==> config.mk <==
export PLATFORM = sky130hd
export DESIGN_NAME = uart_tx_parity
export DESIGN_NICKNAME = d
export VERILOG_FILES = /design/src/rtl/uart_tx_parity.sv
export SDC_FILE = /design/constraint.sdc
export NUM_CORES = 1
export LEC_CHECK = 0
export CELL_PAD_IN_SITES_DETAIL_PLACEMENT = 1
export CELL_PAD_IN_SITES_GLOBAL_PLACEMENT = 1
export CORE_MARGIN = 3
export CORE_UTILIZATION = 45
export DETAILED_ROUTE_END_ITERATION = 7
export GPL_TIMING_DRIVEN = 0
export PLACE_DENSITY = 0.77
export REMOVE_ABC_BUFFERS = 1
export SLEW_MARGIN = 5
export SYNTH_ARGS = -nofsm -noshare
export SYNTH_HDL_FRONTEND = slang
export SYNTH_SLANG_ARGS = --single-unit
==> constraint.sdc <==
create_clock -name sys_clk -period 7.75 [get_ports sys_clk]
set_clock_uncertainty 0.05 [all_clocks]
set_input_delay 1.1625 -clock sys_clk [delete_from_list [all_inputs] [get_ports sys_clk]]
set_output_delay 1.1625 -clock sys_clk [all_outputs]
set_load 0.02 [all_outputs]
run_1/clocks.png
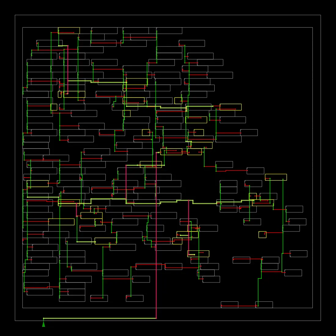
# clk buffers: 19
Clock Sinks: 161
CTS buffer count: 17
total number of sequential cells: 161
Late-Pin Clk Latency: 0.43 ns

run_1/clk_routes.png
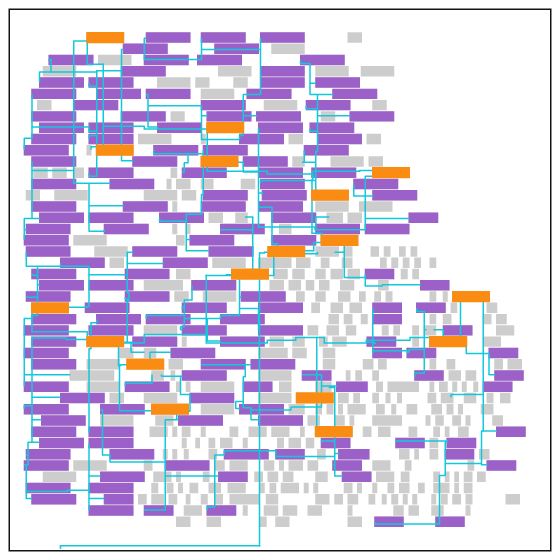
legend:
  cyan:
    item: clock wires
    length: 1970 um
  orange:
    item: clock drivers
    count: 17
  purple:
    item: flip-flops
    count: 161
flops lie: spread over the die
Clk pwr share: 32.1%
clk pwr: 0.000826 W

run_1/placement_by_type.png
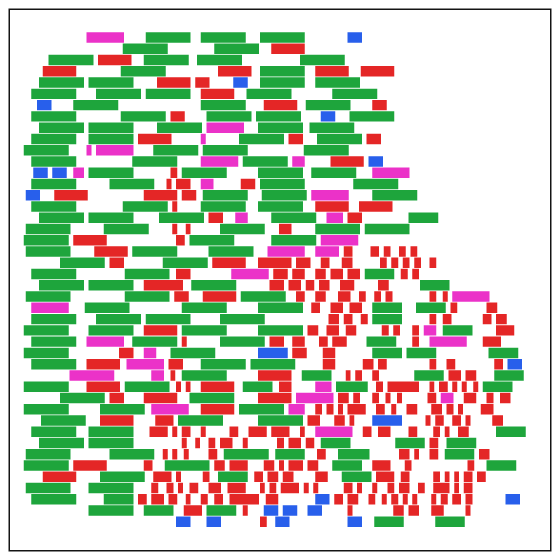
legend:
  magenta:
    class: clock drivers and dummy loads
    cells: 32
    share_of_their_area: 7.6%
  red:
    class: combinational and other logic
    cells: 271
    share_of_their_area: 31%
  blue:
    class: remaining buffers and delay cells
    cells: 20
    share_of_their_area: 2.9%
  green:
    class: sequential cells
    cells: 161
    share_of_their_area: 59%
Core ar.: 14800 sq um
Design Area, Final: 7880 sq um
FP Rows: 44
fin util: 53.2%

run_1/sizes.png
Bar = 50 um.
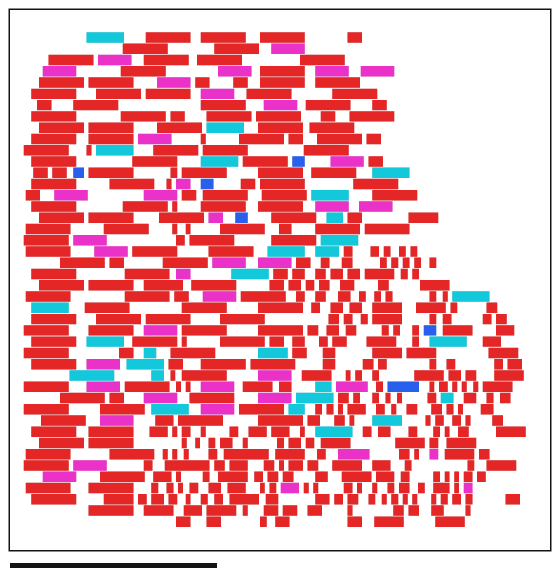
legend:
  blue:
    size: _3 and _4 cells
    cells: 6
    share: 1.2%
  magenta:
    size: _2 cells
    cells: 39
    share: 8.1%
  red:
    size: _0 and _1 cells
    cells: 412
    share: 85%
  cyan:
    size: _6 and larger
    cells: 27
    share: 5.6%
Area Growth Syn to Fin: 13.1%
Non-clk bufs: 20
Final WS setup: 2.21 ns

==> job_summary.md, run 1 <==
### Flow metrics

| Metric | Value |
|---|---|
| Status | `finished, final reports clean` |
| R2r setup slk | `between 2 and 3 ns` |
| VDD IR-drop max | `0.000201 V` |
| Top cells by count | `edfxtp_1 (128), dfxtp_1 (33), mux4_2 (31)` |
| Drc violations | `0` |
| Final Cycle Share | `71.5%` |
| Flip-flops with a built-in enable | `about 130` |
| PortBufs | `18` |
| WHS Path Cells | `1` |
| Synthesized area | `6970 sq um` |
| Post-CTS sizing | `0` |
| Hold Violations, Final | `0` |
| Final setup viols | `0` |
| GRT Total Usage | `roughly a fifth` |
| Die height | `130 um` |
| Post-synth area hogs | `edfxtp_1 (55%), mux4_2 (10%), dfxtp_1 (9.5%)` |
| Crit path launch type | `flop` |
| Initial DRC count | `278` |
| Yosys Warn Count | `0` |
| GPL Wtd Cong | `just under 0.8` |
| Mux share | `between 10% and 20%` |
| Share of post-route cells with drive strength above 1 | `14.9%` |
| Asr flop ratio synth | `0%` |
| RSZ-0062 raised after global routing | `false` |
| Pin count of the biggest net entering global routing | `35` |
| Pre-antenna DRT Iters | `4` |
| Most used cell, CP | `inv_1` |
| CTS tree | `yes` |
| Main synth FF type | `edfxtp_1` |
| Count leader, synth | `edfxtp_1` |
| Via density | `5.83` |
| Max-cap violation count | `0` |
| Routed length per instance | `22.4 um` |
| Vias in the first global route | `4196` |
| Comb pwr share | `26.8%` |
| Critical Path Sink Type | `output pin` |
| Fmax | `0.180 GHz` |
| Top logic family | `multiplexers` |
| Post-Syn Area per Cell | `15.2 sq um` |
| Clock buffer depth | `2` |
| Tool Warnings | `29` |
| Worst EP required | `6.54 ns` |
| Min-delay worst type | `flop to flop` |
| Post-synth regs | `161` |
| Seq share, synth | `64.7%` |
| Final wirelength | `15.0 mm` |
| Yosys Instances | `~460` |
| # diodes | `0` |
| Initial antenna violation count | `0` |
| Die Size | `17000 sq um` |
| First-pass GRT wire length | `23.9 mm` |
| H-tree Lvls | `4` |
| Critical Path, Cell by Cell | `ha_1, inv_1, fa_1, a21o_1, a21oi_1, xor2_1, o211a_1, and2_1, inv_1, clkdlybuf4s50_1` |
| Static leakage | `2.59 nW` |
| Final ANT Viol Nets | `0` |
| Hold Slack | `0.453 ns` |
| GRT overflow | `0` |
-- run 1: cells in the final DEF, fill, tap and decap left out, types with 4 or more instances in the layout --
master           instances
inv_1                   13
dfxtp_1                 31
a21oi_1                 23
edfxtp_1               128
nor2b_1                  7
nand2_1                 14
or3_1                    4
nor3_1                   6
ha_1                    13
and2_1                  18
clkinv_4                 4
o21a_1                   5
o21ai_0                 14
mux4_2                  31
a211oi_1                 7
xor2_1                  12
clkdlybuf4s50_1         18
nand3_1                  7
xnor2_1                 10
nor2_1                  25
a21boi_0                 7
nor3b_1                  5
clkbuf_16               17
mux2i_1                 20
-- run 1: critical path: cells and delay by family (launching register included) --
kind,cells,cell delay [ns]
fa+ha+maj,2,0.74
compound gates,3,0.66
flops,1,1.23
xor+xnor,1,0.25
simple gates,1,0.28
buf+inv,3,0.74
-- run 1: through the flow --
step           setup slack [ns]  instance area [sq um]  utilization (%)  power (W)
5_1_grt                    1.96                   7880             53.2    0.00270
2_1_floorplan              3.08                   6830                -    0.00155
6_report                   2.21                   7880             53.2    0.00257
4_1_cts                    2.16                   7870             53.2    0.00260
3_3_place_gp               1.71                   7240             48.9    0.00174
3_5_place_dp               2.62                   7290             49.2    0.00177
-- run 1: routing by layer --
layer / GRT usage [%] / up-vias / part of all wire (%)
met3: 4.84 / 24 / 3.0
met1: 24.0 / 2031 / 43
li1: - / 1776 / -
met2: 32.3 / 65 / 52
met5: 0 / - / 0
met4: 7.02 / 0 / 2.0
-- run 1: power by group through the flow --
stage | Combinational [W] | Sequential (W) | Clock (W)
floorplan | 0.000478 | 0.00107 | 0
global placement | 0.000647 | 0.00109 | 0
detailed placement | 0.000688 | 0.00108 | 0
CTS | 0.000697 | 0.00106 | 0.000844
global route | 0.000759 | 0.00107 | 0.000877
finish | 0.000689 | 0.00106 | 0.000826
-- run 1: cell families (layout without fill, tap and decap cells) --
kind of cell / Yosys count / count (layout)
DFF: 161 / 161
adders and majority gates: 14 / 14
xor gates and xnor gates: 22 / 22
buffers and inverters: 38 / 65
muxes: 52 / 52
AOI/OAI and AO/OA: 68 / 68
and+or+nand+nor: 102 / 102
-- run 1: layout make-up --
| type | count | area [sq um] |
|---|---|---|
| clock buffers | 19 | 433 |
| clock inverters | 13 | 149 |
| fillers | 1370 | 6930 |
| inverters | 13 | 48.8 |
| multi-input cells | 258 | 2290 |
| flip-flops and latches | 161 | 4510 |
| well taps | 184 | 230 |
| repair buffers | 20 | 220 |
==> inputs of run 2 (changes only) <==
--- a/config.mk
+++ b/config.mk
@@ -11,7 +11,7 @@
 export CORE_UTILIZATION = 45
 export DETAILED_ROUTE_END_ITERATION = 7
 export GPL_TIMING_DRIVEN = 0
-export PLACE_DENSITY = 0.77
+export PLACE_DENSITY = 0.79
 export REMOVE_ABC_BUFFERS = 1
 export SLEW_MARGIN = 5
 export SYNTH_ARGS = -nofsm -noshare
==> constraint.sdc (replaced) <==
create_clock -name sys_clk -period 4.54 [get_ports sys_clk]
set_clock_uncertainty 0.05 [all_clocks]
set_input_delay 0.681 -clock sys_clk [delete_from_list [all_inputs] [get_ports sys_clk]]
set_output_delay 0.681 -clock sys_clk [all_outputs]
set_load 0.02 [all_outputs]
run_2/clocks.png
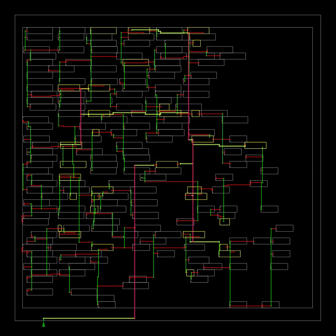
clk pwr: 0.00150 W
# clk buffers: 17

run_2/flops_by_reg.png
Bar = 50 um.
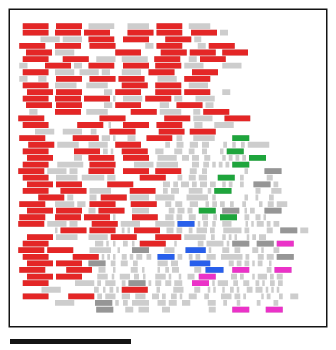
legend:
  magenta:
    netlist_name: `baud_cnt_q`
    sequential_cells: 7
    where: bottom right
  red:
    netlist_name: `u_fifo.mem_q`
    sequential_cells: 128
  green:
    netlist_name: `shift_q`
    sequential_cells: 8
  blue:
    netlist_name: `u_fifo.rd_cnt_q`
    sequential_cells: 5
    where: bottom middle
sequential power: 0.00179 W
fin util: 53.7%
flop share of the area: 56.8%

run_2/clk_routes.png
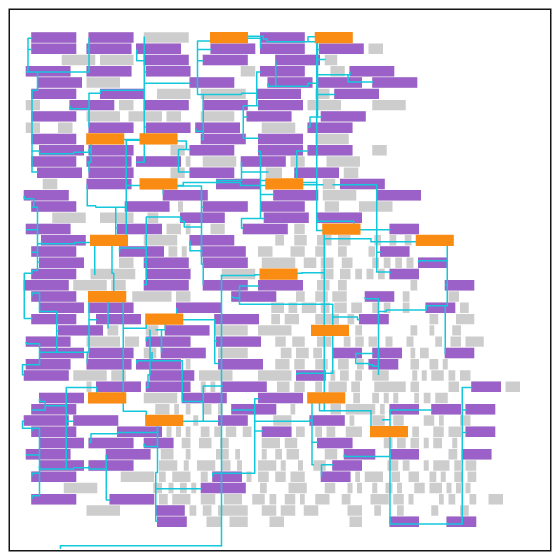
legend:
  purple:
    item: flip-flops
    count: 161
  cyan:
    item: clock wires
    length: 1800 um
  orange:
    item: clock drivers
    count: 17
flops lie: spread over the die
Clk pwr share: 33.2%

==> job_summary.md, run 2 <==
### Flow metrics

| Metric | Value |
|---|---|
| Post-Syn Area per Cell | `between 15 and 20 sq um` |
| Worst path arrival time | `3.49 ns` |
| Hold Slack | `0.458 ns` |
| FP Rows | `approximately 44` |
| Hold Violations, Final | `0` |
| First-pass GRT wire length | `23.4 mm` |
| I/O pin total | `19` |
| Commonest Layout Cell | `edfxtp_1` |
| Static leakage | `about 2.6 nW` |
| Worst-path fanout max | `18` |
| Final Cycle Share | `92.9%` |
| Area Growth Syn to Fin | `14.1%` |
| RSZ-0062 raised after global routing | `false` |
| Fmax | `0.237 GHz` |
| Drc violations | `0` |
| Core ar. | `roughly 15000 sq um` |
| Late-Pin Clk Latency | `0.43 ns` |
| H-tree Lvls | `4` |
| Via density | `5.67` |
| CTS tree | `yes` |
| Die Size | `17000 sq um` |
| Final setup viols | `0` |
| WHS Path Cells | `1` |
| Flip-flops with a built-in enable | `128` |
| Area leader, netlist | `edfxtp_1` |
| Clock buffer depth | `2` |
| Seq share, synth | `64.7%` |
| GRT Total Usage | `18.8%` |
| Post-synthesis cell type count | `46` |
| GPL Wtd Cong | `~0.83` |
| Crit path launch type | `flop` |
| CTS buffer count | `17` |
| Max Slew Vio Count | `0` |
| Die height | `between 100 and 150 um` |
| Status | `finished, final reports clean` |
| Share of post-route cells with drive strength above 1 | `15.9%` |
| Vias in the first global route | `around 4100` |
| Critical Path Sink Type | `output pin` |
| Post-synth area hogs | `edfxtp_1 (55%), mux4_2 (10%), dfxtp_1 (9.5%)` |
| Routed length per instance | `22.4 um` |
| Net count, final | `between 400 and 500` |
| Area leader share | `55.2%` |
| R2r setup slk | `0.69 ns` |
| Pre-antenna DRT Iters | `4` |
| Main synth FF type | `edfxtp_1` |
| Worst EP required | `3.81 ns` |
| Top Layout Cells | `edfxtp_1 (128), mux4_2 (31), dfxtp_1 (30)` |
| VDD IR-drop max | `0.000292 V` |
| Initial DRC count | `~260` |
| GRT overflow | `0` |
| Cells on worst reg2reg path | `10` |
| Cell count after synthesis | `roughly 460` |
| # diodes | `0` |
| Count leader, synth | `edfxtp_1` |
| Tool Warnings | `29` |
| Final ANT Viol Nets | `0` |
| Post-synth regs | `around 160` |
| Pin count of the biggest net entering global routing | `35` |
| Final Power | `0.00451 W` |
| Clock Sinks | `161` |
| Top cells by count | `edfxtp_1 (128), dfxtp_1 (33), mux4_2 (31)` |
| Synthesized area | `6970 sq um` |
| Yosys Warn Count | `0` |
| Min-delay worst type | `flop to flop` |
| Final wirelength | `15.0 mm` |
| Max-cap violation count | `0` |
| Yosys synthesis chip area | `6970 sq um` |
| Yosys Instances | `around 460` |
| Max_slew headroom | `30.4%` |
| Initial antenna violation count | `0` |
| PortBufs | `18` |
| Asr flop ratio synth | `0%` |
run 2: cell counts after synthesis:
Identical to the previous run, type by type.
run 2: metal layers:
metal  wire length, um  vias to the layer above  GRT usage, %
li1                  -                     1771             -
met1              6440                     1948          24.1
met2              7920                       56          31.7
met3               434                       15          4.02
met4               186                        0          6.84
met5                 0                        -             0
run 2: critical path, cell delays in order (launching register included):
cell	delay, ns
dfxtp_4	0.58
inv_1	0.15
fa_1	0.48
a21o_1	0.18
a21oi_1	0.17
xor2_1	0.24
o211a_1	0.30
and2_1	0.26
inv_1	0.13
clkdlybuf4s50_1	0.56
run 2: cell type report:
class	instances	area, sq um
Clock inverter	15	200
Multi-Input combinational cell	258	2300
Inverter	13	48.8
Timing Repair Buffer	21	231
Sequential cell	161	4510
Clock buffer	17	425
Fill cell	1358	6860
Tap cell	184	230
run 2: cell families after synthesis:
group / after synthesis / synth area share [%]
fa+ha+maj: 14 / 2.62
buf+inv: 38 / 2.68
mux: 52 / 13.3
compound gates: 68 / 6.32
flops: 161 / 64.7
xor+xnor: 22 / 2.77
simple gates: 102 / 7.67
run 2: repair_timing:
| action | CTS | global route |
|---|---|---|
| hold buffers | 0 | 0 |
| buffers inserted | 0 | 1 |
| cloned | 0 | 0 |
| gates resized | 3 | 2 |
| setup endpoints to repair | 98 | 1 |
run 2: report_power, final:
part / switching (W) / total [W] / internal [W] / leakage, nW
sequential: 0.0000963 / 0.00179 / 0.00170 / 1.43
clock: 0.000615 / 0.00150 / 0.000883 / 0.299
combinational: 0.000669 / 0.00121 / 0.000545 / 0.891
total: 0.00138 / 0.00451 / 0.00313 / 2.62
run 2: through the flow:
| step | instance area [sq um] | utilization (%) | setup TNS (ns) | std cells | setup slack (ns) |
|---|---|---|---|---|---|
| after detailed placement | 7290 | 49.2 | -18.41 | 636 | -0.555 |
| after CTS | 7920 | 53.5 | 0 | 668 | 0.151 |
| after global placement | 7240 | 48.9 | -124.43 | 634 | -1.31 |
| after floorplan | 6830 | - | -2.26 | 432 | -0.0947 |
| final | 7950 | 53.7 | 0 | 669 | 0.323 |
| after global routing | 7950 | 53.7 | 0 | 669 | 0.0367 |
Power and IR drop assume default switching activity.
